File: config.mk
export PLATFORM = sky130hd
export DESIGN_NAME = parity_check_rx
export DESIGN_NICKNAME = d
export VERILOG_FILES = /design/src/rtl/parity_pkg.sv /design/src/rtl/sat_counter.sv /design/src/rtl/parity_check_rx.sv
export SDC_FILE = /design/constraint.sdc
export NUM_CORES = 1
export LEC_CHECK = 0
export ABC_AREA = 1
export CELL_PAD_IN_SITES_DETAIL_PLACEMENT = 1
export CELL_PAD_IN_SITES_GLOBAL_PLACEMENT = 2
export CORE_MARGIN = 5
export CORE_UTILIZATION = 30
export CTS_BUF_LIST = sky130_fd_sc_hd__clkbuf_16
export DETAILED_ROUTE_END_ITERATION = 8
export GPL_ROUTABILITY_DRIVEN = 0
export GPL_TIMING_DRIVEN = 0
export PLACE_DENSITY_LB_ADDON = 0.1
export SLEW_MARGIN = 20
export SYNTH_ARGS = -nofsm -noshare
export SYNTH_HDL_FRONTEND = slang
export SYNTH_SLANG_ARGS = --single-unit
File: constraint.sdc
create_clock -name clk -period 1.65 [get_ports clk]
set_input_delay 0.33 -clock clk [delete_from_list [all_inputs] [get_ports clk]]
set_output_delay 0.33 -clock clk [all_outputs]
set_load 0.05 [all_outputs]
File: src/rtl/parity_pkg.sv
// Constants shared by the parity frame generator and checker.
// Covers frame geometry, parity sense and checker FSM encodings.
package parity_pkg;

    localparam int FRAME_DATA_W = 5;

    localparam int PAR_EVEN = 0;
    localparam int PAR_ODD  = 1;

    typedef logic [1:0] state_t;

    localparam state_t ST_IDLE  = 2'd0;
    localparam state_t ST_SHIFT = 2'd1;
    localparam state_t ST_CHECK = 2'd2;

    // XOR reduction of a frame word; used by the generator to build the parity bit.
    function automatic logic parity_of(input logic [FRAME_DATA_W-1:0] word);
        return ^word;
    endfunction

endpackage

File: src/rtl/sat_counter.sv
// Saturating up-counter with synchronous clear; clear beats increment.
// Shared by error and statistics counters.
module sat_counter #(
    parameter int CNT_W = 8
) (
    input  logic             clk,
    input  logic             n_rst,
    input  logic             inc,
    input  logic             clr,
    output logic [CNT_W-1:0] cnt
);

    localparam logic [CNT_W-1:0] CNT_MAX = {CNT_W{1'b1}};

    always_ff @(posedge clk or negedge n_rst) begin
        if (!n_rst) begin
            cnt <= '0;
        end else if (clr) begin
            cnt <= '0;
        end else if (inc && (cnt != CNT_MAX)) begin
            cnt <= cnt + CNT_W'(1);
        end
    end

endmodule

File: src/rtl/parity_check_rx.sv
// Receive-side parity checker: shifts in DATA_W data bits MSB first plus one
// parity bit, publishes the word and parity verdict, and counts bad frames.
module parity_check_rx
    import parity_pkg::*;
#(
    parameter int DATA_W  = FRAME_DATA_W,
    parameter int ODD_PAR = PAR_EVEN,
    parameter int CNT_W   = 8
) (
    input  logic              clk,
    input  logic              n_rst,
    input  logic              start,
    input  logic              bit_en,
    input  logic              sin,
    input  logic              clr_cnt,
    output logic              busy,
    output logic [DATA_W-1:0] data_out,
    output logic              par_err,
    output logic              valid,
    output logic [CNT_W-1:0]  err_cnt
);

    localparam int   BCNT_W  = $clog2(DATA_W + 2);
    localparam logic PAR_EXP = (ODD_PAR != 0);

    state_t            state;
    logic [DATA_W-1:0] shreg;
    logic [BCNT_W-1:0] bit_cnt;
    logic              par_x;
    logic              last_bit;
    logic              frame_err;
    logic              cnt_inc;

    // bit_cnt == DATA_W means the bit being consumed now is the parity bit
    assign last_bit  = (bit_cnt == BCNT_W'(DATA_W));
    assign frame_err = (par_x != PAR_EXP);
    assign cnt_inc   = (state == ST_CHECK) && frame_err;
    assign busy      = (state != ST_IDLE);

    always_ff @(posedge clk or negedge n_rst) begin
        if (!n_rst) begin
            state    <= ST_IDLE;
            shreg    <= '0;
            bit_cnt  <= '0;
            par_x    <= 1'b0;
            data_out <= '0;
            par_err  <= 1'b0;
            valid    <= 1'b0;
        end else begin
            valid <= 1'b0;
            case (state)
                ST_IDLE: begin
                    if (start) begin
                        state   <= ST_SHIFT;
                        bit_cnt <= '0;
                        par_x   <= 1'b0;
                    end
                end
                ST_SHIFT: begin
                    if (bit_en) begin
                        par_x   <= par_x ^ sin;
                        bit_cnt <= bit_cnt + BCNT_W'(1);
                        if (last_bit) begin
                            state <= ST_CHECK;
                        end else begin
                            shreg <= DATA_W'({shreg, sin});
                        end
                    end
                end
                ST_CHECK: begin
                    data_out <= shreg;
                    par_err  <= frame_err;
                    valid    <= 1'b1;
                    state    <= ST_IDLE;
                end
                default: begin
                    state <= ST_IDLE;
                end
            endcase
        end
    end

    sat_counter #(
        .CNT_W (CNT_W)
    ) u_err_cnt (
        .clk   (clk),
        .n_rst (n_rst),
        .inc   (cnt_inc),
        .clr   (clr_cnt),
        .cnt   (err_cnt)
    );

endmodule

==> CHANGELOG.md <==
### Metrics

- Mapped Cells: 148
- Vias in the first global route: about 1.1k
- And+or+nand+nor area frac: around 25%
- Logic pwr share: roughly 33%
- Max FFs per register: 8
- Max-slew violation count: 0
- Yosys top cell by instances: nand2_1
- Slowest CP cell: dlygate4sd2_1
- Post-CTS Setup Inserts: 0
- Mapped cell area: 0.00125 mm²
- Crit share post-route: 96.3%
- Top cells by count: nand2_1 (41), dfrtp_1 (26), inv_1 (17), o21ai_1 (13), nand3_1 (8)
- Wire per inst: 13.1 µm
- Syn Area/Cell: 8.42 µm²
- CTS Root Buffer Type: clkbuf_16
- N_diodes: 0
- Tap cells: 50
- CTS tree: done
- Leakage Power: 0.791 nW
- Post-detail-place hpwl: between 2 and 2.5 mm
- WP data required: 1.32 ns
- Critical Path End: err_cnt[5]
- FFs & Latches: 26
- Reg2Reg Depth: 6
- Max-area cell class: flip-flops and latches
- Antenna viol nets, final: 0
- Number of non-clock buffers: 22
- Power Density: between 1000 and 1500 mW/mm²
- # resized after CTS: 17
- Cell type with the largest total area: dfrtp_1
- Status: complete, no violations
- # H-tree levels: 1
- Slew @ Worst Pin: 0.597 ns
- Most common logic cell in the routed design: nand2_1
- Netlist cell types: 22
- # setup viols final: 0
- ClkCell Share: 5.02%
- Sequential power share: 42.2%
- Comb group: between 0.0007 and 0.0008 W
- Reg-to-reg slack, setup: 0.26 ns
- Tool warnings: 27
- Top-area cell share: about 52%
- Post-Place Setup Slack: between 0.01 and 0.015 ns
Figure 1. Sequential cells grouped by signal name.
Scale bar: 20 µm.
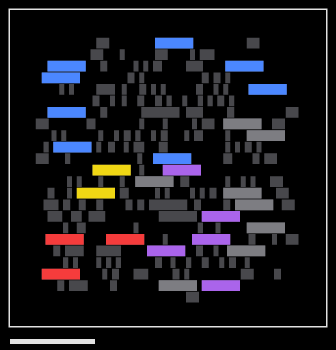
color	netlist name	flops
purple	`shreg`	5
blue	`u_err_cnt.cnt`	8
yellow	`state`	2
red	`bit_cnt`	3
not colored	8
Post-Route Utilization: 39.2%
register area: 651 µm²
seq pwr: 0.000909 W
sequential share of cell area: 41.5%

Figure 2. Routed clock nets over the placement.
Scale bar: 20 µm.
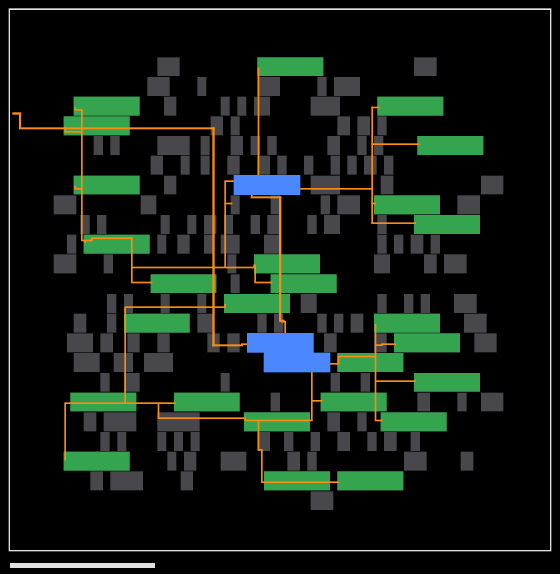
[blue] clock-net drivers | count: 3
[green] flip-flops | count: 26
[orange] clock wires | length: 369 µm
routed clock nets	4
Clock Skews: 0.00286 ns
worst skew pair latency: 0.26 ns
Clock Power: 0.000540 W
clock power share: 25.0%

Figure 3. Routing congestion map.
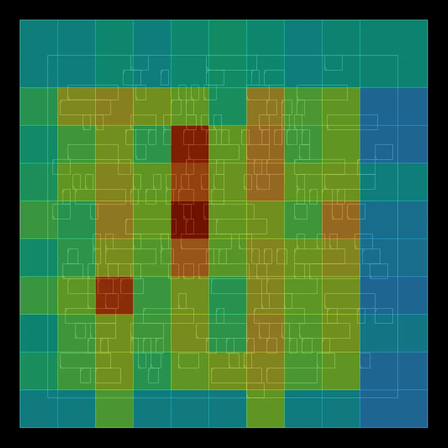
gr busiest metal: met2
GR Layer Usage met1: 15.9%

Figure 4. Placement by cell class.
Scale bar: 20 µm.
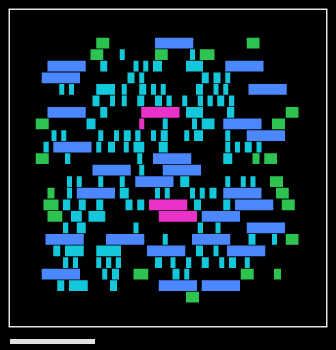
color	class	cells	share of their area
cyan	remaining logic cells	121	39%
blue	registers	26	43%
green	remaining buffers and delay cells	22	12%
magenta	clock drivers and dummy loads	4	5.2%
Core Box Area: 0.00400 mm²
Final Instance Area: 0.00157 mm²
FP Rows: 23

Power is estimated from default activity; no workload was simulated.
